$ cat config.mk
export PLATFORM = sky130hd
export DESIGN_NAME = param_seq_detector
export DESIGN_NICKNAME = d
export VERILOG_FILES = /design/src/rtl/param_seq_detector.sv
export SDC_FILE = /design/constraint.sdc
export NUM_CORES = 1
export LEC_CHECK = 0
export ABC_AREA = 1
export CAP_MARGIN = 20
export CORE_ASPECT_RATIO = 1.2
export CORE_MARGIN = 2
export CORE_UTILIZATION = 40
export CTS_BUF_LIST = sky130_fd_sc_hd__clkbuf_4 sky130_fd_sc_hd__clkbuf_8
export CTS_CLUSTER_SIZE = 16
export DETAILED_ROUTE_END_ITERATION = 8
export HOLD_SLACK_MARGIN = 0.1
export SETUP_SLACK_MARGIN = 0.4
export SLEW_MARGIN = 20
export SYNTH_ARGS = -nofsm -noshare
export SYNTH_HDL_FRONTEND = slang
export SYNTH_SLANG_ARGS = --single-unit
$ cat constraint.sdc
create_clock -name clock -period 1.82 [get_ports clock]
set_input_delay 0.455 -clock clock [delete_from_list [all_inputs] [get_ports clock]]
set_output_delay 0.455 -clock clock [all_outputs]
set_load 0.02 [all_outputs]
$ cat src/rtl/param_seq_detector.sv
// Serial pattern detector: runtime-loadable 1..PATTERN_W bit pattern, overlap/non-overlap, saturating match counter.
// Latency: output_z is registered and pulses for one cycle after the edge that samples the last pattern bit.
// Backpressure: none; input_valid qualifies input_x, and idle cycles hold history and fill.
//
// Ports:
//   clock, reset       : sole clock; synchronous active-high reset, highest priority
//   load               : capture pattern_in / length_in / overlap_in and clear history
//   pattern_in         : right-aligned pattern; bit [len-1] is received first, bit [0] last
//   length_in          : active length; 0 or > PATTERN_W is clamped to PATTERN_W
//   overlap_in         : 1 = overlapping matches, 0 = history restarts after a match
//   count_clear        : clear match_count (a same-cycle match still counts as 1)
//   input_valid/input_x: qualified serial data bit
//   output_z           : registered one-cycle match pulse
//   match_count        : saturating count of matches
module param_seq_detector #(
  parameter int                   PATTERN_W     = 8,
  parameter int                   COUNT_W       = 8,
  parameter logic [PATTERN_W-1:0] RESET_PATTERN = 8'b0001_0011,
  parameter int                   RESET_LEN     = 5,
  parameter logic                 RESET_OVERLAP = 1'b1,
  localparam int                  LEN_W         = $clog2(PATTERN_W + 1)
) (
  input  logic                 clock,
  input  logic                 reset,
  input  logic                 load,
  input  logic [PATTERN_W-1:0] pattern_in,
  input  logic [LEN_W-1:0]     length_in,
  input  logic                 overlap_in,
  input  logic                 count_clear,
  input  logic                 input_valid,
  input  logic                 input_x,
  output logic                 output_z,
  output logic [COUNT_W-1:0]   match_count
);

  localparam logic [LEN_W-1:0] FULL_LEN = LEN_W'(PATTERN_W);

  // Reset length gets the same clamp as a runtime load.
  localparam logic [LEN_W-1:0] RESET_LEN_C =
    (RESET_LEN <= 0 || RESET_LEN > PATTERN_W) ? FULL_LEN : LEN_W'(RESET_LEN);

  function automatic logic [LEN_W-1:0] clamp_len(input logic [LEN_W-1:0] l);
    if (l == '0 || int'(l) > PATTERN_W) begin
      return FULL_LEN;
    end
    return l;
  endfunction

  logic [PATTERN_W-1:0] pat;
  logic [LEN_W-1:0]     len;
  logic                 ovl;
  logic [PATTERN_W-1:0] hist;
  logic [LEN_W-1:0]     fill;

  logic [PATTERN_W-1:0] hist_n;
  logic [LEN_W-1:0]     fill_n;
  logic [PATTERN_W-1:0] mask;
  logic                 pat_hit;
  logic                 match;
  logic [COUNT_W-1:0]   cnt_base;
  logic [COUNT_W-1:0]   cnt_n;

  always_comb begin
    hist_n = {hist[PATTERN_W-2:0], input_x};
    // fill saturates: once the window is full it stays full.
    fill_n = (fill == FULL_LEN) ? fill : fill + LEN_W'(1);

    // Only the low len history bits take part in the compare.
    mask = '0;
    for (int i = 0; i < PATTERN_W; i++) begin
      mask[i] = (i < int'(len));
    end
    pat_hit = (((hist_n ^ pat) & mask) == '0);

    match = input_valid && !load && (fill_n >= len) && pat_hit;

    // Clear first, then count a same-cycle match on top of it.
    cnt_base = count_clear ? '0 : match_count;
    cnt_n    = (match && (cnt_base != '1)) ? cnt_base + COUNT_W'(1) : cnt_base;
  end

  always_ff @(posedge clock) begin
    if (reset) begin
      pat         <= RESET_PATTERN;
      len         <= RESET_LEN_C;
      ovl         <= RESET_OVERLAP;
      hist        <= '0;
      fill        <= '0;
      output_z    <= 1'b0;
      match_count <= '0;
    end else begin
      match_count <= cnt_n;
      if (load) begin
        pat      <= pattern_in;
        len      <= clamp_len(length_in);
        ovl      <= overlap_in;
        hist     <= '0;
        fill     <= '0;
        output_z <= 1'b0;
      end else if (input_valid) begin
        hist     <= hist_n;
        output_z <= match;
        // Non-overlap mode restarts the fill so the next match needs len fresh bits.
        fill     <= (match && !ovl) ? '0 : fill_n;
      end else begin
        output_z <= 1'b0;
      end
    end
  end

endmodule

**Run 1: clock wires, drivers and flops**

Scale bar: 20 µm.
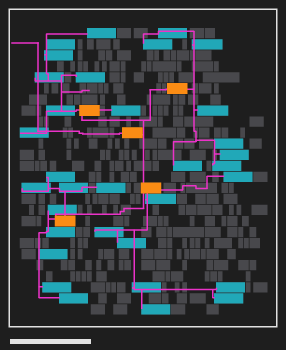
clock drivers: drawn in orange, count 5. flip-flops: drawn in cyan, count 33. clock wires: drawn in magenta, length 439 µm.
Position of the flops: spread over the die. There are 6 routed clock nets.

**Run 1: sequential cells coloured by netlist name**

Scale bar: 20 µm.
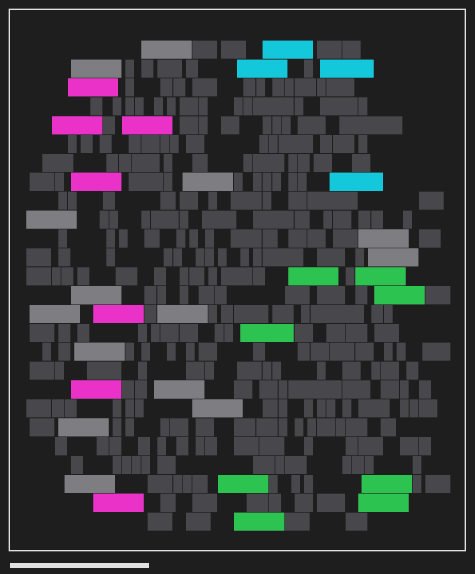
`match_count`: drawn in green, placed flops 8. `fill`: drawn in cyan, placed flops 4. `hist`: drawn in magenta, placed flops 7.
Another 14 sequential cells are not coloured.

**Run 1: placement view**

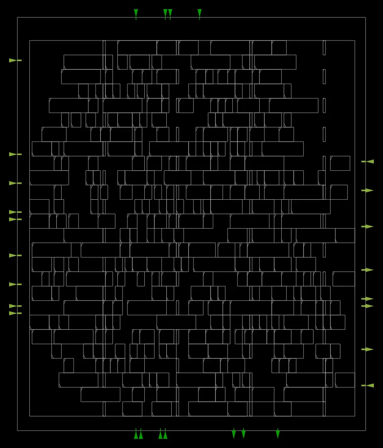
flip-flop and latch share of the layout cell area: 25.9%
number of well taps: 56
number of cells in the finished layout apart from fillers: 378
Floorplan Core Area: 0.00433 mm²
fin util: 59.3%

**Run 1: drive-strength map**

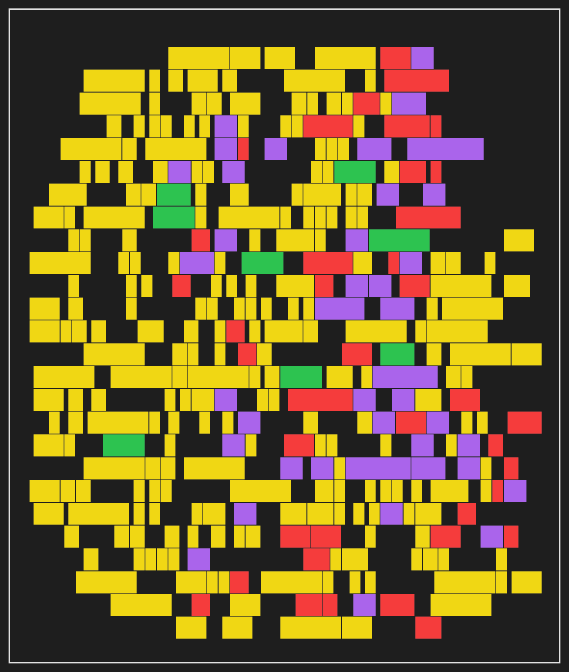
_6 and larger: drawn in green, cells 8. _2 cells: drawn in red, cells 39. _3 and _4 cells: drawn in purple, cells 40. _0 and _1 cells: drawn in yellow, cells 235.

==> results.txt, run 1 <==
Implementation numbers.

- Entering global routing, the biggest net connects 13 pins.
- The worst slack after detailed placement reads -0.308 ns.
- The top contributor to total power is registers.
- The report gives the cell count of the worst hold path as 2.
- Per the OpenROAD floorplan log, the width of the die is 65.5 µm.
- The power per cell area reads approximately 620 mW/mm².
- The combinational share of power reads 15.8%.
- For reference, the mux area share after synthesis is 0%.
- The global-route wire length before repair is about 7000 µm.
- The fraction of the yosys area taken by sequential cells reads 36.4%.
- For this design the total switching power over the nets is 0.000399 W.
- The end-of-flow timing check tallies setup violations at 13.
- The endpoint of the most critical setup path reads match_count[3]$_SDFF_PP0_.
- The power in combinational cells reads 0.000250 W.
- The total clock network power is approximately 0.00057 W.
- The flow ran to the end, but the final reports show violations.
- After clock tree synthesis, the setup repair step added 4 buffers.
- The number of distinct library cells after synthesis is 27.
- The number of failing hold endpoints at the final stage reads 0.
- The root buffer cell reads sky130_fd_sc_hd__clkbuf_8.
- The clock network fraction of total power reads a little over a third.
- The number of placed instances with taps included is about 360.
- In this run the count of I/O pins placed on the die edge is 28.
- At the end of routability-driven placement, the weighted congestion stood at about 0.85.
- The script reports the combined buffer and inverter count of the critical path as 3.
- The number of vias in the routed layout reads around 1800.
- The maximum clock insertion buffer count is 2.
- In this run the most used layer during global routing was met2.
- The count of input and output buffers is 27.
- The sequential logic power reads 0.000767 W.
- The CTS tree is done.
- By instance count after routing, the leading logic cell types are 65 x sky130_fd_sc_hd__nand2_1, 37 x sky130_fd_sc_hd__inv_1, 30 x sky130_fd_sc_hd__dfxtp_1.
- The logic depth of the worst setup path including buffers reads 16.
- The number of nets at the end of the flow is approximately 350.
- The iteration count of the initial detailed-routing pass reads 4.
- The most numerous cell on the critical path reads sky130_fd_sc_hd__nand2_1.
- The xor and xnor fraction of the mapped netlist area reads under 10%.
- The startpoint of the worst register-to-register path reads fill[0]$_SDFFE_PP0P_.
- The number of maximum-capacitance violations recorded for the run is 0.
- The final worst slack reads -0.232 ns.
- The timing report shows that the slowest cell on the worst path is sky130_fd_sc_hd__dfxtp_2.
- Counting flops with a built-in enable in the synthesized netlist gives 0.
- In this run the VDD rail shows a maximum IR drop of 0.000418 V.
- The script logs the mean routed wire length per placed instance as 11.0 µm.
- By area the synthesized netlist is led by sky130_fd_sc_hd__dfxtp_1 36%, sky130_fd_sc_hd__nand2_1 14%, sky130_fd_sc_hd__inv_1 8.1%.
- The floorplan has 26 rows.
- The met1 layer usage reported by global route reads 20.5%.
- The final cycle utilization of the critical path is 113%.
- The aggregate routed wire length reads 4170 µm.
- In this run the critical path is formed by inv_2 > ha_4 > nand2_4 > nor2_4 > xor2_2 > ha_1 > inv_1 > nand2_1 > nand2_1 > nand2_1 > nand2_2 > a21oi_4 > inv_2 > nor2_8 > nand3_2 > a21oi_1.
- The dominant logic cell type in the layout is sky130_fd_sc_hd__nand2_1.
- The height of the die reads 77.8 µm.
- The type of origin of the critical path reads a register.
- On the worst path, the slowest cell contributes a delay of 0.33 ns.
- The AND-OR/OR-AND share of the synthesized area is ~14%.
- The share of Yosys cell area claimed by the top area cell type is between 30 and 40%.
- Once detail routing completed, the nets flagged for antenna violations numbered 0.
- The cell depth of the worst flop-to-flop path reads 16.
- The number of gates resized after CTS reads 33.
- Setup repair after global routing could not meet its margin everywhere.
- The initial antenna violation count was 0.
- The final reports fail on setup timing.
- The sequential fraction of design power reads 48.4%.
- The tally of yosys warning messages is 0.
- The share of async-settable or async-resettable flops after synthesis is 0%.
- The class of the tightest hold or removal check is reg2reg.
- The max-slew violation total from the final report is 0.
- The cell count listed in synth_stat.txt is 263.
- The latest clock arrival within the worst-skew pair is 0.28 ns.
- Across all checked pins, the minimum headroom to the slew limit is 83.8%.
- The floorplan-stage core utilization is 42.0%.
- The total inserted antenna cells is 0.
- The commonest cells after synthesis are 68 x sky130_fd_sc_hd__nand2_1, 39 x sky130_fd_sc_hd__inv_1, 33 x sky130_fd_sc_hd__dfxtp_1, 28 x sky130_fd_sc_hd__a21oi_1, 20 x sky130_fd_sc_hd__nor2_1.
- Yosys reported a register bit count of 33.
- The maximum clock skew at final layout reads 0.00573 ns.
- The kind of cell adding the most delay to the critical path reads simple AND/OR/NAND/NOR gates.
- Recorded from the global router log, the overflow total was 0.
- The number of DRC markers after the initial detailed-route iteration reads 49.
- The overall power after layout is 0.00158 W.
- After legalization and detailed placement, the total HPWL measured 3170 µm.
- The quantity of hold-fixing buffers added after cts reads 0.
- The most common cell in the netlist is sky130_fd_sc_hd__nand2_1.
- Across all hold checks on the routed design, the worst slack comes to 0.476 ns.
- The setup check on the worst reg-to-reg path leaves a slack of -0.23 ns.
- The power report puts the leakage power at around 1.2 nW.
- The adder-cell share of the synthesized area reads around 4.8%.
- The TritonCTS buffer count is 5.
- The proportion of layout cells with a drive suffix above 1 reads ~27%.
- STA lists the endpoint of the worst register-to-register path as match_count[3]$_SDFF_PP0_.
- The layout stage reports a final design area of 0.00257 mm².
- In this run the worst setup path begins at fill[0]$_SDFFE_PP0P_.
- The dominant non-sequential cell family after synthesis is simple AND/OR/NAND/NOR gates.
- The clock transition at the registers of the reported paths reads 0.06 ns.
- The total routing resource utilization after global routing is 17.8%.
- The flow measured a signed area growth from synthesis to layout of 41.4%.
- Using the TritonRoute via totals, the vias-per-cell ratio works out to between 4 and 5.
- The highest clock rate this design can be run at is 487 MHz.
- The stage logs contain a warning count of 30.
- The transition time at the pin with the least slew margin is 0.243 ns.
- The switching part of the total power reads 25.2%.
- The largest fanout of any net on the critical path reads 8.
- The met2 capacity usage during global routing reads 31.6%.
- The aggregate negative setup slack reads -2.32 ns.
- The total standard cell area after synthesis reads 0.00182 mm².
- The worst path in the final design needs a cycle of 2.05 ns, including I/O delays and setup.
- The path type of the worst setup path is reg2reg.
- The net count entering floorplan is approximately 290.
- On the critical path the data arrives at 2.26 ns.
- Per the post-synthesis stats, the area per cell is 6.90 µm².
- The number of global-route vias before repair is 1603.
- The remaining routing DRC violations reads 0.
- The required time of the critical path is 2.03 ns.
- The worst-case hold path end point is pat[7]$_SDFFE_PP0P_.
- Detailed placement reports a standard cell area of 0.00231 mm².
- The capturing element type of the critical path is a register.
- The cell-internal power is ~0.0012 W.
- The clock sink count reads 33.
- The startpoint identified for the worst hold timing path is pat[7]$_SDFFE_PP0P_.
- The cell count after synthesis reads 263.
- Of the total synthesized cell area, the portion taken by AND, OR, NAND and NOR gates is 30.3%.
- Summed over all instances, the cell type with the most area after synthesis is sky130_fd_sc_hd__dfxtp_1.
- The top flip-flop cell by instance count after synthesis is sky130_fd_sc_hd__dfxtp_1.
- The routing usage on met3 reads 4.35%.
- The H-tree depth is 2.
- According to the Yosys statistics, the synthesized design has a chip area of approximately 0.0018 mm².
- The area of the die is 0.00510 mm².
==> run 1: metal layers <==
metal  vias to the layer above  routed length, µm
met3                         4                126
met4                         0                 29
met5                         -                  0
met1                       794               1820
li1                        940                  -
met2                        24               2200
==> run 1: sequential cells by signal, summed over array words and instances, names as in the netlist <==
name and count:
pat 8, ovl 1, fill 4, hist 7, len 4, match_count 8, output_z 1
==> run 1: logic make-up after synthesis <==
group                    count (synthesis)
adder cells (fa/ha/maj)                  7
AND/OR/NAND/NOR                        118
XOR/XNOR                                 9
flip-flops                              33
AND-OR/OR-AND                           48
buffers and inverters                   48
==> run 1: final cells by class <==
class	instances	area, µm²
Tap cell	56	70.1
Timing Repair Buffer	57	487
Multi-Input combinational cell	182	1100
Inverter	42	158
Fill cell	415	1760
Clock buffer	8	91.3
Sequential cell	33	664
## Run 2: what changed since run 1
--- a/config.mk
+++ b/config.mk
@@ -11,11 +11,11 @@
 export CORE_MARGIN = 2
 export CORE_UTILIZATION = 40
 export CTS_BUF_LIST = sky130_fd_sc_hd__clkbuf_4 sky130_fd_sc_hd__clkbuf_8
+export CTS_CLUSTER_DIAMETER = 150
 export CTS_CLUSTER_SIZE = 16
 export DETAILED_ROUTE_END_ITERATION = 8
 export HOLD_SLACK_MARGIN = 0.1
 export SETUP_SLACK_MARGIN = 0.4
-export SLEW_MARGIN = 20
 export SYNTH_ARGS = -nofsm -noshare
 export SYNTH_HDL_FRONTEND = slang
 export SYNTH_SLANG_ARGS = --single-unit
**Run 2: drive-strength map**

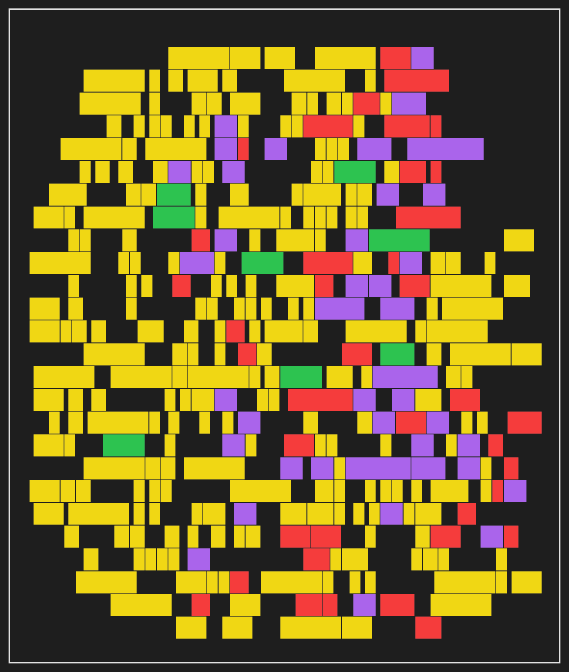
post-route design area: 0.00257 mm²
number of non-clock buffers in the layout: 57
final worst setup slack: -0.232 ns

**Run 2: clock wires, drivers and flops**

Scale bar: 20 µm.
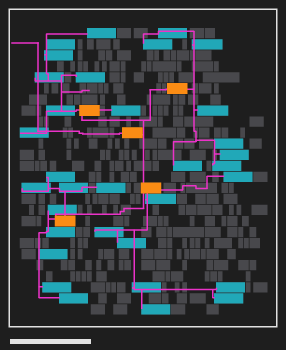
flip-flops: drawn in cyan, count 33. clock drivers: drawn in orange, count 5. clock wires: drawn in magenta, length 439 µm.
There are 6 routed clock nets.
Clock Skews: 0.00573 ns
power of the clock network: 0.000567 W

==> results.txt, run 2 <==
Implementation numbers.

- The highest ir drop seen on vdd is 0.000418 V (unchanged).
- The switching part of the total power is 25.2% (unchanged).
- The remaining routing DRC violations reads 0 (unchanged).
- The cell-internal power reads 0.00118 W (unchanged).
- The sequential logic power is 0.000767 W (about the same).
- The combinational share of power reads 15.8% (about the same).
- The TritonCTS buffer count is 5 (unchanged).
- The pin count of the biggest net entering global routing reads 13 (unchanged).
- The cell count after synthesis reads 263 (unchanged).
- The fraction of the yosys area taken by sequential cells is 36.4% (unchanged).
- TritonCTS built the clock tree.
- The floorplan-stage core utilization was 42.0% (unchanged).
- The most numerous cell on the critical path is sky130_fd_sc_hd__nand2_1.
- The remaining global-route overflow is 0 (unchanged).
- The detail-routed via count per cell is 4.66 (unchanged).
- The die outline width is 65.5 µm (unchanged).
- The routing usage on met3 is 4.35% (unchanged).
- The worst slack after detailed placement is -0.308 ns (unchanged).
- The routed length per instance is 11.0 µm (unchanged).
- The quantity of hold-fixing buffers added after cts came to 0 (unchanged).
- The post-CTS setup-driven buffer insertion count reads 4 (unchanged).
- The number of failing hold endpoints at the final stage reads 0 (unchanged).
- The aggregate negative setup slack reads -2.32 ns (unchanged).
- The biggest cell category by area in the final layout reads multi-input combinational cells.
- The aggregate routed wire length reads 4170 µm (unchanged).
- The worst-case hold path end point is pat[7]$_SDFFE_PP0P_.
- The H-tree depth is 2 (unchanged).
- The area occupied by multi-input gates was 0.00110 mm² (unchanged).
- The tally of yosys warning messages is 0 (unchanged).
- The cell depth of the worst flop-to-flop path reads 16 (unchanged).
- The total inserted antenna cells reads 0 (unchanged).
- The highest cell delay on the worst timing path is 0.33 ns (about the same).
- The cell count listed in synth_stat.txt reads 263 (unchanged).
- The relative area change from synthesis to final layout is 41.4% (unchanged).
- The time the worst path needs with I/O delays and setup reads 2.05 ns (unchanged).
- The clock transition at the registers of the reported paths came to 0.06 ns (about the same).
- The number of vias in the routed layout is 1762 (unchanged).
- The maximum clock frequency is 487 MHz (unchanged).
- The instance count along the most critical hold path was 2 (unchanged).
- The largest area contributor in the netlist is sky130_fd_sc_hd__dfxtp_1.
- The registers reported with the highest flop counts are match_count (8), pat (8), hist (7).
- The required time of the critical path was 2.03 ns (about the same).
- The dominant non-sequential cell family after synthesis reads simple AND/OR/NAND/NOR gates.
- The sequential fraction of design power is 48.4% (about the same).
- The worst slack on hold paths is 0.476 ns (unchanged).
- The summed standard-cell area reported by yosys reads 0.00182 mm² (unchanged).
- The OpenROAD warning count is 30 (unchanged).
- The critical path in this run is classified as reg2reg.
- The share of async-settable or async-resettable flops after synthesis is 0% (unchanged).
- The total length of routed met2 wires reads 2200 µm (unchanged).
- The number of nets at the end of the flow reads 347 (unchanged).
- The highest metal layer used by the detailed router is met4.
- The power per cell area reads 617 mW/mm² (unchanged).
- The AND-OR/OR-AND share of the synthesized area is 13.6% (unchanged).
- After synthesis, the most frequently instantiated cells are 68 x sky130_fd_sc_hd__nand2_1, 39 x sky130_fd_sc_hd__inv_1, 33 x sky130_fd_sc_hd__dfxtp_1, 28 x sky130_fd_sc_hd__a21oi_1, 20 x sky130_fd_sc_hd__nor2_1.
- The number of gates resized after CTS is 33 (unchanged).
- The final cycle utilization of the critical path is 113% (unchanged).
- The number of distinct library cells after synthesis reads 27 (unchanged).
- The proportion of layout cells with a drive suffix above 1 came to 27.0% (unchanged).
- The flow ran to the end, but the final reports show violations.
- The type of origin of the critical path reads a register.
- The data-path buffer share of cell area in the final layout reads 19.0% (unchanged).
- The maximum clock insertion buffer count was 2 (unchanged).
- The number of placed instances with taps included was 363 (unchanged).
- The register bit count reported by yosys is 33 (unchanged).
- The cell row count is 26 (unchanged).
- The number of combinational gates with multiple inputs is 182 (unchanged).
- The checks that failed: setup timing.
- The met1 wire length reads 1820 µm (unchanged).
- The fraction of standard cell area in multi-input logic is 42.7% (unchanged).
- The largest share of the power goes to registers.
- The final worst slack reads -0.232 ns (unchanged).
- The dominant logic cell type in the layout is sky130_fd_sc_hd__nand2_1.
- Ranked by total cell area, the synthesized netlist is headed by sky130_fd_sc_hd__dfxtp_1 36%, sky130_fd_sc_hd__nand2_1 14%, sky130_fd_sc_hd__inv_1 8.1%.
- The remaining antenna violation count after routing is 0 (unchanged).
- The total routing resource utilization after global routing is 17.8% (unchanged).
- The max-slew violation total from the final report reads 0 (unchanged).
- The max-capacitance violation count is 0 (unchanged).
- The post-route core utilization is 59.3% (unchanged).
- The global-route wire length before repair reads 7000 µm (unchanged).
- In the layout the commonest cells are 65 x sky130_fd_sc_hd__nand2_1, 37 x sky130_fd_sc_hd__inv_1, 30 x sky130_fd_sc_hd__dfxtp_1.
- The total number of tap cells was 56 (unchanged).
- The area taken by flip-flops and latches is 664 µm² (unchanged).
- The kind of cell adding the most delay to the critical path reads simple AND/OR/NAND/NOR gates.
- The slowest cell on the critical path reads sky130_fd_sc_hd__dfxtp_2.
- The startpoint identified for the worst hold timing path is pat[7]$_SDFFE_PP0P_.
- The number of clock-tree buffers in the layout was 8 (unchanged).
- The final count of negative-setup-slack endpoints was 13 (unchanged).
- The number of global-route vias before repair reads 1603 (unchanged).
- The count of sequential standard cells came to 33 (unchanged).
- The met1 layer usage reported by global route is 20.5% (unchanged).
- The iteration count of the initial detailed-routing pass came to 4 (unchanged).
- The half-perimeter wire length after placement came to 3170 µm (unchanged).
- The worst max-slew margin expressed relative to the limit is 83.8% (unchanged).
- The routed wire length on met3 is 126 µm (unchanged).
- The post-synthesis mux area share reads 0% (unchanged).
- The share of Yosys cell area claimed by the top area cell type reads 36.4% (unchanged).
- The xor and xnor fraction of the mapped netlist area is 4.34% (unchanged).
- The register-to-register setup slack reads -0.23 ns (about the same).
- The critical path data arrival time is 2.26 ns (about the same).
- The simple-gate share of the synthesized area is 30.3% (unchanged).
- The average cell area after synthesis is 6.90 µm² (unchanged).
- The net count entering floorplan reads 289 (unchanged).
- The startpoint of the worst register-to-register path is fill[0]$_SDFFE_PP0P_.
- The class of the tightest hold or removal check reads reg2reg.
- The fill cell instance count of the final layout is 415 (unchanged).
- The final weighted congestion of routability-driven global placement is 0.848 (unchanged).
- The net switching component of the power is 0.000399 W (unchanged).
- The largest fanout of any net on the critical path is 8 (unchanged).
- The capturing element type of the critical path is a register.
- The most used routing layer is met2.
- The post-synth tally of flip-flops with integrated enable is 0 (unchanged).
- The buffer and inverter count on the worst path reads 3 (unchanged).
- The leakage power summed over all cells reads 1.18 nW (unchanged).
- The number of DRC markers after the initial detailed-route iteration reads 49 (unchanged).
- The I/O pin total reads 28 (unchanged).
- The clock sink count is 33 (unchanged).
- The root buffer cell is sky130_fd_sc_hd__clkbuf_8.
- The count of input and output buffers came to 27 (unchanged).
- The fraction of area in registers is 25.9% (unchanged).
- The area of placed instances is 0.00231 mm² (unchanged).
- The core area reads 0.00433 mm² (unchanged).
- sky130_fd_sc_hd__nand2_1 is the most common cell in the netlist.
- The total standard cell area after synthesis is 0.00182 mm² (unchanged).
- Setup repair after global routing could not meet its margin everywhere.
- The latest clock arrival within the worst-skew pair reads 0.28 ns (about the same).
- The overall power after layout reads 0.00158 W (unchanged).
- The met2 capacity usage during global routing is 31.6% (unchanged).
- The post-route non-filler standard cell count was 378 (unchanged).
- The endpoint identified for the worst register-to-register timing path is match_count[3]$_SDFF_PP0_.
- The height of the die is 77.8 µm (unchanged).
-- run 2: cell counts after synthesis --
No cell type changed its count.
-- run 2: worst max-delay path by stage --
| stage | end | start | slack [ns] | depth (start not counted) |
|---|---|---|---|---|
| finish | match_count[3]$_SDFF_PP0_ | fill[0]$_SDFFE_PP0P_ | -0.23 | 16 |
| global route | match_count[7]$_SDFF_PP0_ | fill[2]$_SDFFE_PP0P_ | -0.36 | 12 |
| CTS | match_count[7]$_SDFF_PP0_ | fill[0]$_SDFFE_PP0P_ | -0.23 | 16 |
| detailed placement | match_count[7]$_SDFF_PP0_ | count_clear | -0.31 | 9 |
| global placement | match_count[5]$_SDFF_PP0_ | count_clear | -0.27 | 9 |
| floorplan | match_count[0]$_SDFF_PP0_ | fill[0]$_SDFFE_PP0P_ | -0.11 | 15 |
## Run 3: what changed since run 2
--- a/config.mk
+++ b/config.mk
@@ -11,7 +11,6 @@
 export CORE_MARGIN = 2
 export CORE_UTILIZATION = 40
 export CTS_BUF_LIST = sky130_fd_sc_hd__clkbuf_4 sky130_fd_sc_hd__clkbuf_8
-export CTS_CLUSTER_DIAMETER = 150
 export CTS_CLUSTER_SIZE = 16
 export DETAILED_ROUTE_END_ITERATION = 8
 export HOLD_SLACK_MARGIN = 0.1
**Run 3: signal metal coverage by tile**

The die is cut into 13 by 16 equal tiles; dark blue is low, red is high, scaled to the fullest tile. Values are wire area over tile area, all layers added.
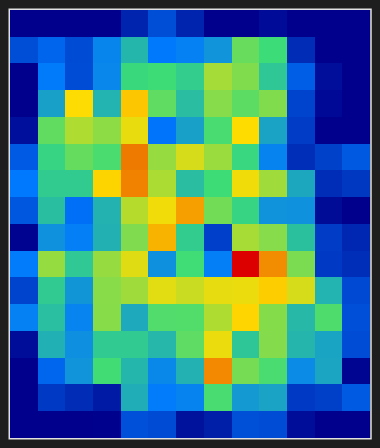
The fullest tile reaches 0.36. 32% of the tiles are over half the peak. The densest ninth of the die: centre. The mean over all tiles is 0.13. 14% of the tiles are nearly empty. The emptiest ninth of the die: north-east.
overall routed net length: 4170 µm
final routed wire length divided by cell count: 11.0 µm
detailed-route via count: 1762

==> results.txt, run 3 <==
Implementation numbers.

- The slowest cell on the critical path is sky130_fd_sc_hd__dfxtp_2.
- The number of DRC markers after the initial detailed-route iteration reads 49 (unchanged).
- The floorplan-stage core utilization is 42.0% (unchanged).
- The fraction of standard cell area in multi-input logic is 42.7% (unchanged).
- The clock transition at the registers of the reported paths was 0.06 ns (about the same).
- The sequential fraction of design power is 48.4% (about the same).
- The share of async-settable or async-resettable flops after synthesis is 0% (unchanged).
- The quantity of hold-fixing buffers added after cts is 0 (unchanged).
- The latest clock arrival within the worst-skew pair was 0.28 ns (about the same).
- The highest metal layer used by the detailed router reads met4.
- The final weighted congestion of routability-driven global placement reads 0.848 (unchanged).
- Per report_power, the Combinational row totals 0.000250 W.
- The remaining antenna violation count after routing reads 0 (unchanged).
- The number of distinct library cells after synthesis reads 27 (unchanged).
- The worst max-slew margin expressed relative to the limit is 83.8% (unchanged).
- Sorting the synthesized cells by area gives the leading types as sky130_fd_sc_hd__dfxtp_1 36%, sky130_fd_sc_hd__nand2_1 14%, sky130_fd_sc_hd__inv_1 8.1%.
- The most critical setup path has its startpoint at fill[0]$_SDFFE_PP0P_.
- The OpenROAD warning count reads 30 (unchanged).
- The net count entering floorplan reads 289 (unchanged).
- The fraction of the yosys area taken by sequential cells reads 36.4% (unchanged).
- The area taken by flip-flops and latches is 664 µm² (unchanged).
- The met2 capacity usage during global routing is 31.6% (unchanged).
- The root buffer cell is sky130_fd_sc_hd__clkbuf_8.
- The number of failing hold endpoints at the final stage is 0 (unchanged).
- The worst setup path is captured at a register.
- The dominant logic cell type in the layout reads sky130_fd_sc_hd__nand2_1.
- The startpoint of the worst register-to-register path is fill[0]$_SDFFE_PP0P_.
- Per report_power, the top consumer among the power groups is registers.
- The total inserted antenna cells is 0 (unchanged).
- The fill cell instance count of the final layout was 415 (unchanged).
- The type of origin of the critical path reads a register.
- The total standard cell area after synthesis reads 0.00182 mm² (unchanged).
- The net switching component of the power is 0.000399 W (unchanged).
- The CTS tree reads done.
- The number of combinational gates with multiple inputs reads 182 (unchanged).
- The height of the die came to 77.8 µm (unchanged).
- Sorting the synthesized cells by how often they occur yields 68 x sky130_fd_sc_hd__nand2_1, 39 x sky130_fd_sc_hd__inv_1, 33 x sky130_fd_sc_hd__dfxtp_1, 28 x sky130_fd_sc_hd__a21oi_1, 20 x sky130_fd_sc_hd__nor2_1.
- The leakage power summed over all cells is 1.18 nW (unchanged).
- The cell-internal power reads 0.00118 W (unchanged).
- The maximum clock skew at final layout is 0.00573 ns (unchanged).
- The final worst slack is -0.232 ns (unchanged).
- The summed standard-cell area reported by yosys reads 0.00182 mm² (unchanged).
- The switching part of the total power is 25.2% (unchanged).
- The met1 layer usage reported by global route is 20.5% (unchanged).
- The cell row count is 26 (unchanged).
- The tally of yosys warning messages reads 0 (unchanged).
- The path type of the worst setup path is reg2reg.
- The count of buffers not belonging to the clock network in the layout reads 57 (unchanged).
- The instance count along the most critical hold path is 2 (unchanged).
- The cell count after synthesis was 263 (unchanged).
- The number of clock-tree buffers in the layout is 8 (unchanged).
- The TritonCTS buffer count is 5 (unchanged).
- The max-slew violation total from the final report came to 0 (unchanged).
- The logic depth of the worst setup path including buffers is 16 (unchanged).
- The combinational share of power reads 15.8% (about the same).
- The global-route wire length before repair is 7000 µm (unchanged).
- The clock sink count is 33 (unchanged).
- The critical path data arrival time reads 2.26 ns (about the same).
- The aggregate negative setup slack reads -2.32 ns (unchanged).
- The power per cell area was 617 mW/mm² (unchanged).
- The average cell area after synthesis is 6.90 µm² (unchanged).
- The count of sequential standard cells is 33 (unchanged).
- The most common cell in the synthesized netlist is sky130_fd_sc_hd__nand2_1.
- The detail-routed via count per cell is 4.66 (unchanged).
- The worst-case hold path end point is pat[7]$_SDFFE_PP0P_.
- The final count of negative-setup-slack endpoints reads 13 (unchanged).
- The startpoint of the worst hold path reads pat[7]$_SDFFE_PP0P_.
- The max-capacitance violation count reads 0 (unchanged).
- The maximum clock frequency reads 487 MHz (unchanged).
- The total length of routed met2 wires is 2200 µm (unchanged).
- The count of input and output buffers is 27 (unchanged).
- The routed wire length on met3 reads 126 µm (unchanged).
- The checks that failed: setup timing.
- The total clock network power is 0.000567 W (about the same).
- The time the worst path needs with I/O delays and setup came to 2.05 ns (unchanged).
- The class of the tightest hold or removal check is reg2reg.
- The kind of cell adding the most delay to the critical path reads simple AND/OR/NAND/NOR gates.
- The worst slack on hold paths is 0.476 ns (unchanged).
- The total number of tap cells was 56 (unchanged).
- The register bit count reported by yosys came to 33 (unchanged).
- The largest fanout of any net on the critical path is 8 (unchanged).
- The remaining routing DRC violations came to 0 (unchanged).
- Global route summary, busiest routing layer listed as met2.
- The capture instance of the worst register-to-register path is match_count[3]$_SDFF_PP0_.
- The post-route cell area is 0.00257 mm² (unchanged).
- The number of global-route vias before repair reads 1603 (unchanged).
- The buffer and inverter count on the worst path is 3 (unchanged).
- The proportion of layout cells with a drive suffix above 1 is 27.0% (unchanged).
- The iteration count of the initial detailed-routing pass is 4 (unchanged).
- The met1 wire length is 1820 µm (unchanged).
- The register-to-register setup slack is -0.23 ns (about the same).
- Per the area breakdown, the dominant cell category is multi-input combinational cells.
- The area of placed instances reads 0.00231 mm² (unchanged).
- The top cell types in the final layout, fill and taps aside, are 65 x sky130_fd_sc_hd__nand2_1, 37 x sky130_fd_sc_hd__inv_1, 30 x sky130_fd_sc_hd__dfxtp_1.
- The endpoint of the most critical setup path reads match_count[3]$_SDFF_PP0_.
- The most numerous cell on the critical path reads sky130_fd_sc_hd__nand2_1.
- The registers reported with the highest flop counts are match_count (8), pat (8), hist (7).
- The pin count of the biggest net entering global routing is 13 (unchanged).
- The I/O pin total reads 28 (unchanged).
- The share of Yosys cell area claimed by the top area cell type is 36.4% (unchanged).
- The total routing resource utilization after global routing is 17.8% (unchanged).
- The cell count listed in synth_stat.txt reads 263 (unchanged).
- The routing usage on met3 reads 4.35% (unchanged).
- The required time of the critical path is 2.03 ns (about the same).
- The highest cell delay on the worst timing path came to 0.33 ns (about the same).
- The number of nets at the end of the flow reads 347 (unchanged).
- The maximum clock insertion buffer count is 2 (unchanged).
- The remaining global-route overflow is 0 (unchanged).
- The cell depth of the worst flop-to-flop path is 16 (unchanged).
- The half-perimeter wire length after placement reads 3170 µm (unchanged).
- The highest ir drop seen on vdd is 0.000418 V (unchanged).
- The run finished, with violations left.
- Setup repair after global routing could not meet its margin everywhere.
- The post-synth tally of flip-flops with integrated enable is 0 (unchanged).
- The final cycle utilization of the critical path is 113% (unchanged).
**Run 3: drive-strength map**

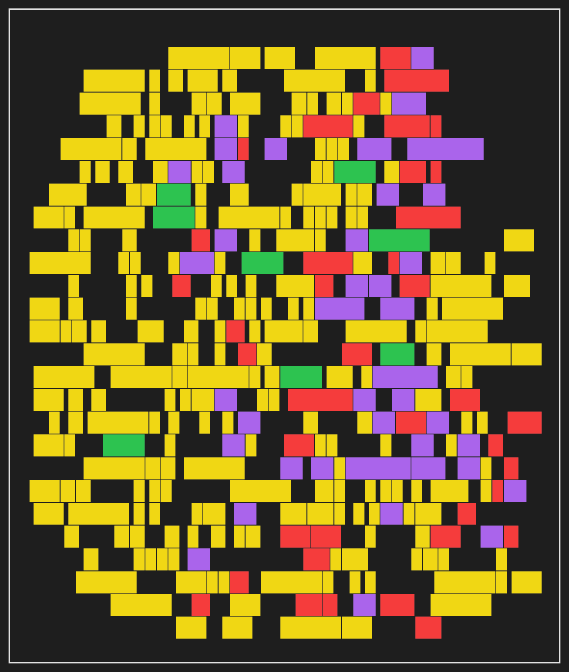
_3 and _4 cells: drawn in purple, cells 40. _0 and _1 cells: drawn in yellow, cells 235. _6 and larger: drawn in green, cells 8. _2 cells: drawn in red, cells 39.
layout overhead on the synthesized area: 41.4%

run 3: cell counts after synthesis:
Identical to the previous run, type by type.
run 3: cells by family after synthesis:
kind of cell,after synthesis,synth area share [%]
flops,33,36.4
xor+xnor,9,4.34
compound gates,48,13.6
fa+ha+maj,7,4.82
buf+inv,48,10.5
simple gates,118,30.3
run 3: per-stage QoR:
step	power, W	setup slack, ns	cells	utilization, %
6_report	0.00158	-0.232	378	59.3
5_1_grt	0.00167	-0.360	378	59.3
4_1_cts	0.00160	-0.227	375	57.6
3_5_place_dp	0.00100	-0.308	363	53.4
3_3_place_gp	0.00100	-0.272	363	53.4
2_1_floorplan	0.000912	-0.108	263	-
run 3: timing repair:
action                     in CTS  in global routing
pin swaps                       9                  9
setup buffers                   4                  3
resized                        33                 24
setup endpoints to repair      23                 29
Power is estimated from default activity; no workload was simulated.
